**Met1 routing**

Scale bar: 20 um. Supply wires on this layer in gray.
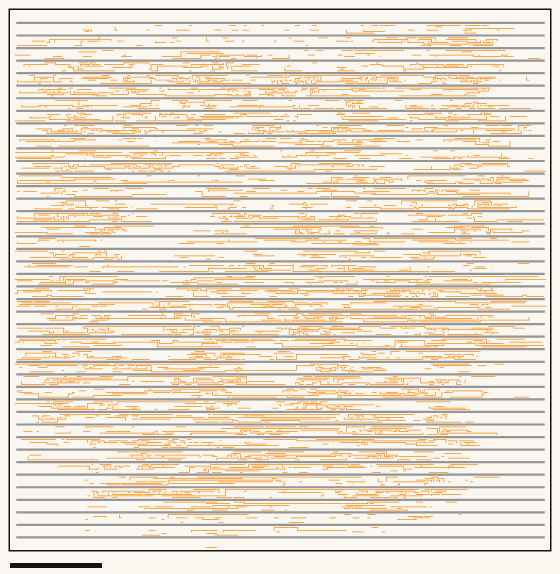
**Met2 routing**

Scale bar: 20 um.
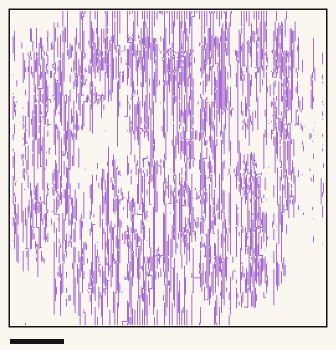
**Signal wires on met3**

Cells faint in the background.
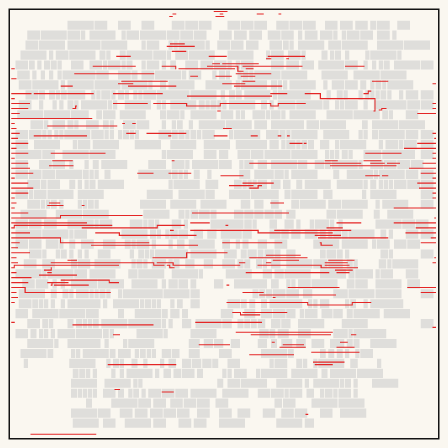
File: src/rtl/reg_bank_pkg.sv
// Address map, version field widths and LED register layout shared by the register bank.
// Constants and types only; no logic, no latency, no flow control.
package reg_bank_pkg;

    localparam int DATA_W      = 32;
    localparam int ADDR_W      = 6;
    localparam int VER_FIELD_W = 8;

    localparam logic [ADDR_W-1:0] ADDR_VERSION    = 6'h00;
    localparam logic [ADDR_W-1:0] ADDR_IRQ_STATUS = 6'h01;
    localparam logic [ADDR_W-1:0] ADDR_IRQ_MASK   = 6'h02;
    localparam logic [ADDR_W-1:0] ADDR_IRQ_EDGE   = 6'h03;
    localparam logic [ADDR_W-1:0] ADDR_IRQ_RAW    = 6'h04;
    localparam logic [ADDR_W-1:0] ADDR_LED_BASE   = 6'h10;

    localparam int LED_FIELD_W  = 8;
    localparam int LED_BLUE_LSB = 0;
    localparam int LED_GREEN_LSB = 8;
    localparam int LED_RED_LSB  = 16;
    localparam int LED_DUTY_LSB = 24;

    typedef struct packed {
        logic [LED_FIELD_W-1:0] duty;
        logic [LED_FIELD_W-1:0] red;
        logic [LED_FIELD_W-1:0] green;
        logic [LED_FIELD_W-1:0] blue;
    } led_t;

endpackage

File: src/rtl/reg_bank_irq_if.sv
// Register access bus: address, write strobe/data, read-consume strobe and read data.
// Read data returns one cycle after the address; no backpressure, every strobe is accepted.
interface reg_bank_irq_if;
    import reg_bank_pkg::*;

    logic [ADDR_W-1:0] address;
    logic [DATA_W-1:0] data_in;
    logic              data_in_valid;
    logic              register_read;
    logic [DATA_W-1:0] data_out;

    modport master (
        output address, data_in, data_in_valid, register_read,
        input  data_out
    );

    modport slave (
        input  address, data_in, data_in_valid, register_read,
        output data_out
    );

endinterface

File: src/rtl/irq_ctrl.sv
// Interrupt status: edge/level set, W1C/clear-on-read clear (set wins), registered interrupt.
// Status updates on the sampling edge, interrupt one cycle later; no backpressure.
module irq_ctrl #(
    parameter int NUM_IRQ = 8
) (
    input  logic               clk,
    input  logic               rst,
    input  logic [NUM_IRQ-1:0] irq_src,
    input  logic [NUM_IRQ-1:0] edge_sel,
    input  logic [NUM_IRQ-1:0] mask,
    input  logic [NUM_IRQ-1:0] clr,
    output logic [NUM_IRQ-1:0] status,
    output logic               interrupt
);

    logic [NUM_IRQ-1:0] src_d_q, src_d_d;
    logic [NUM_IRQ-1:0] status_q, status_d;
    logic [NUM_IRQ-1:0] set_vec;
    logic               interrupt_q, interrupt_d;

    always_comb begin
        set_vec     = (edge_sel & irq_src & ~src_d_q) | (~edge_sel & irq_src);
        src_d_d     = irq_src;
        // OR-ing set after the clear mask makes a simultaneous set win.
        status_d    = (status_q & ~clr) | set_vec;
        interrupt_d = |(status_q & mask);
    end

    always_ff @(posedge clk) begin
        if (rst) begin
            src_d_q     <= '0;
            status_q    <= '0;
            interrupt_q <= 1'b0;
        end else begin
            src_d_q     <= src_d_d;
            status_q    <= status_d;
            interrupt_q <= interrupt_d;
        end
    end

    assign status    = status_q;
    assign interrupt = interrupt_q;

endmodule

File: src/rtl/reg_bank_irq.sv
// Register bank: version, IRQ status/mask/edge/raw and LED RGB registers with registered readback.
// Read data one cycle after address; writes land on the strobe edge; no backpressure.
module reg_bank_irq
    import reg_bank_pkg::*;
#(
    parameter int                     NUM_LEDS           = 3,
    parameter int                     NUM_IRQ            = 8,
    parameter int                     CLEAR_ON_READ      = 1,
    parameter logic [VER_FIELD_W-1:0] FPGA_VERSION_TYPE  = "A",
    parameter logic [VER_FIELD_W-1:0] FPGA_VERSION_MAJOR = 8'd0,
    parameter logic [VER_FIELD_W-1:0] FPGA_VERSION_MINOR = 8'd0,
    parameter logic [VER_FIELD_W-1:0] FPGA_VERSION_DEBUG = 8'd0
) (
    input  logic                       clk,
    input  logic                       rst,
    reg_bank_irq_if.slave              bus,
    input  logic [NUM_IRQ-1:0]         irq_src,
    output logic                       interrupt,
    output logic [NUM_LEDS*DATA_W-1:0] led_rgb
);

    logic [NUM_IRQ-1:0] mask_q, mask_d;
    logic [NUM_IRQ-1:0] edge_q, edge_d;
    logic [NUM_IRQ-1:0] irq_clr;
    logic [NUM_IRQ-1:0] irq_status;
    led_t               led_q [NUM_LEDS];
    led_t               led_d [NUM_LEDS];
    logic [DATA_W-1:0]  data_out_q, data_out_d;

    always_comb begin
        mask_d  = mask_q;
        edge_d  = edge_q;
        irq_clr = '0;
        for (int i = 0; i < NUM_LEDS; i++) begin
            led_d[i] = led_q[i];
        end

        if (bus.data_in_valid) begin
            case (bus.address)
                ADDR_IRQ_STATUS: irq_clr = bus.data_in[NUM_IRQ-1:0];
                ADDR_IRQ_MASK:   mask_d  = bus.data_in[NUM_IRQ-1:0];
                ADDR_IRQ_EDGE:   edge_d  = bus.data_in[NUM_IRQ-1:0];
                default:         ;
            endcase
            for (int i = 0; i < NUM_LEDS; i++) begin
                if (bus.address == ADDR_LED_BASE + ADDR_W'(i)) begin
                    led_d[i] = bus.data_in;
                end
            end
        end

        if ((CLEAR_ON_READ != 0) && bus.register_read && (bus.address == ADDR_IRQ_STATUS)) begin
            irq_clr = '1;
        end

        // Unmapped addresses and bits above NUM_IRQ fall through as zero.
        data_out_d = '0;
        case (bus.address)
            ADDR_VERSION:    data_out_d = {FPGA_VERSION_TYPE, FPGA_VERSION_MAJOR,
                                           FPGA_VERSION_MINOR, FPGA_VERSION_DEBUG};
            ADDR_IRQ_STATUS: data_out_d[NUM_IRQ-1:0] = irq_status;
            ADDR_IRQ_MASK:   data_out_d[NUM_IRQ-1:0] = mask_q;
            ADDR_IRQ_EDGE:   data_out_d[NUM_IRQ-1:0] = edge_q;
            ADDR_IRQ_RAW:    data_out_d[NUM_IRQ-1:0] = irq_src;
            default:         ;
        endcase
        for (int i = 0; i < NUM_LEDS; i++) begin
            if (bus.address == ADDR_LED_BASE + ADDR_W'(i)) begin
                data_out_d = led_q[i];
            end
        end
    end

    always_ff @(posedge clk) begin
        if (rst) begin
            mask_q     <= '0;
            edge_q     <= '0;
            data_out_q <= '0;
            for (int i = 0; i < NUM_LEDS; i++) begin
                led_q[i] <= '0;
            end
        end else begin
            mask_q     <= mask_d;
            edge_q     <= edge_d;
            data_out_q <= data_out_d;
            for (int i = 0; i < NUM_LEDS; i++) begin
                led_q[i] <= led_d[i];
            end
        end
    end

    irq_ctrl #(
        .NUM_IRQ (NUM_IRQ)
    ) u_irq_ctrl (
        .clk       (clk),
        .rst       (rst),
        .irq_src   (irq_src),
        .edge_sel  (edge_q),
        .mask      (mask_q),
        .clr       (irq_clr),
        .status    (irq_status),
        .interrupt (interrupt)
    );

    for (genvar g = 0; g < NUM_LEDS; g++) begin : g_led_out
        assign led_rgb[g*DATA_W + LED_DUTY_LSB  +: LED_FIELD_W] = led_q[g].duty;
        assign led_rgb[g*DATA_W + LED_RED_LSB   +: LED_FIELD_W] = led_q[g].red;
        assign led_rgb[g*DATA_W + LED_GREEN_LSB +: LED_FIELD_W] = led_q[g].green;
        assign led_rgb[g*DATA_W + LED_BLUE_LSB  +: LED_FIELD_W] = led_q[g].blue;
    end

    assign bus.data_out = data_out_q;

endmodule

File: src/flat_wrapper.sv
// flat-port wrapper written by rule: the top's interface ports become plain ports
module reg_bank_irq_flat import reg_bank_pkg::*;
#(
    parameter int                     NUM_LEDS           = 3,
    parameter int                     NUM_IRQ            = 8,
    parameter int                     CLEAR_ON_READ      = 1,
    parameter logic [VER_FIELD_W-1:0] FPGA_VERSION_TYPE  = " ",
    parameter logic [VER_FIELD_W-1:0] FPGA_VERSION_MAJOR = 8'd0,
    parameter logic [VER_FIELD_W-1:0] FPGA_VERSION_MINOR = 8'd0,
    parameter logic [VER_FIELD_W-1:0] FPGA_VERSION_DEBUG = 8'd0
)
  (clk, rst, irq_src, interrupt, led_rgb, bus_address, bus_data_in, bus_data_in_valid, bus_register_read, bus_data_out);
  reg_bank_irq_if bus_i ();
  input  logic clk;
  input  logic rst;
  input  logic [NUM_IRQ-1:0] irq_src;
  output logic interrupt;
  output logic [NUM_LEDS*DATA_W-1:0] led_rgb;
  input wire logic [$bits(bus_i.address)-1:0] bus_address;
  input wire logic [$bits(bus_i.data_in)-1:0] bus_data_in;
  input wire logic [$bits(bus_i.data_in_valid)-1:0] bus_data_in_valid;
  input wire logic [$bits(bus_i.register_read)-1:0] bus_register_read;
  output wire logic [$bits(bus_i.data_out)-1:0] bus_data_out;
  assign bus_i.address = bus_address;
  assign bus_i.data_in = bus_data_in;
  assign bus_i.data_in_valid = bus_data_in_valid;
  assign bus_i.register_read = bus_register_read;
  assign bus_data_out = bus_i.data_out;
  reg_bank_irq #(.NUM_LEDS(NUM_LEDS), .NUM_IRQ(NUM_IRQ), .CLEAR_ON_READ(CLEAR_ON_READ), .FPGA_VERSION_TYPE(FPGA_VERSION_TYPE), .FPGA_VERSION_MAJOR(FPGA_VERSION_MAJOR), .FPGA_VERSION_MINOR(FPGA_VERSION_MINOR), .FPGA_VERSION_DEBUG(FPGA_VERSION_DEBUG)) u_core (.clk(clk), .rst(rst), .bus(bus_i), .irq_src(irq_src), .interrupt(interrupt), .led_rgb(led_rgb));
endmodule
File: config.mk
export PLATFORM = sky130hd
export DESIGN_NAME = reg_bank_irq_flat
export DESIGN_NICKNAME = d
export VERILOG_FILES = /design/src/rtl/reg_bank_pkg.sv /design/src/rtl/reg_bank_irq_if.sv /design/src/rtl/irq_ctrl.sv /design/src/rtl/reg_bank_irq.sv /design/src/flat_wrapper.sv
export SDC_FILE = /design/constraint.sdc
export NUM_CORES = 1
export LEC_CHECK = 0
export CAP_MARGIN = 5
export CORE_UTILIZATION = 47
export DETAILED_ROUTE_END_ITERATION = 7
export MAX_ROUTING_LAYER = met4
export PLACE_DENSITY = 0.79
export SYNTH_ARGS = -nofsm -noshare
export SYNTH_HDL_FRONTEND = slang
export SYNTH_SLANG_ARGS = --single-unit
File: constraint.sdc
create_clock -name clk -period 2.05 [get_ports clk]
set_input_delay 0.41 -clock clk [delete_from_list [all_inputs] [get_ports clk]]
set_output_delay 0.41 -clock clk [all_outputs]
set_load 0.01 [all_outputs]
==> results_slide.txt <==
Physical Implementation Snapshot

Outcome
  • Status: finished, final reports clean

Final layout
  • Non-Filler Instances: 1115
  • Most frequent logic cell in the layout: nand2_1
  • Max reg flops: 96

Setup path
  • Worst setup endpoint: u_core.led_q[0][79]$_SDFFE_PP0P_
  • CP cell instances: clkdlybuf4s50_1 > buf_4 > nor4b_4 > buf_4 > and3_1 > buf_4 > nand2_1 > a21oi_1
  • Cells on worst reg2reg path: 4
  • R2r setup slk: 0.80 ns

Synthesis
  • Cell area leaders: dfxtp_1 52%, nand2_1 13%, a21oi_1 9.0%
  • Synthesized Nets: 788
  • Yosys warnings: 0
  • Tally of unique sky130hd cells used after synthesis: 37

Floorplan
  • Die height: 117 um

GRT
  • Antenna violations before repair: 0
  • First-pass GRT wire length: 32500 um
  • Overall Global Routing Usage: 32.3%

STA
  • Setup TNS Final: 0 ns
  • Final tally of max-slew violations: 0

Detailed routing
  • Initial DRC Count: 705

CTS
  • Clock root buffer: clkbuf_16
  • PostCTS Resize Cnt: 0

Placed design
  • Hpwl dp: roughly 15000 um

Hold path
  • Hold Path Cell Cnt: 2

Power
  • Switching Fraction: between 20 and 25%

Run
  • Total tool warning count: 26
Back to the opening pictures, 'met1 routing':
876 nets have wire on it. The layer carries 8600 um of wire. The wires run mostly horizontal. The longest straight run is 41.9 um. The layer holds 41% of the routed length.

Back to the opening pictures, 'met2 routing':
The layer holds 48% of the routed length. 849 nets have wire on it. The layer carries 10100 um of wire.
met2 capacity usage during global routing: 51.5%
Vias: 6433

Back to the opening pictures, 'signal wires on met3':
171 nets have wire on it. The layer carries 1750 um of wire. The layer holds 8.3% of the routed length.

-- metal layers --
metal / GRT usage [%] / vias up / part of all wire (%)
met5: - / - / 0
met4: 14.9 / 0 / 3.0
met3: 7.05 / 54 / 8.3
met2: 51.5 / 374 / 48
met1: 39.2 / 3051 / 41
li1: - / 2954 / -
-- cell type report --
class                           instances  area, um2
Multi-Input combinational cell        513       2710
Timing Repair Buffer                  232       2330
Clock inverter                          7       71.3
Fill cell                             966       3680
Sequential cell                       161       3220
Tap cell                              172        215
Clock buffer                           25        526
Inverter                                5       18.8
-- cell families after synthesis --
group	after synthesis	synth area share, %
flip-flops	161	51.8
AND/OR/NAND/NOR	315	21.8
AND-OR/OR-AND	184	19.3
buffers and inverters	64	4.71
multiplexers	14	2.37
No activity file was given, so power comes from the tool's default toggle rates.
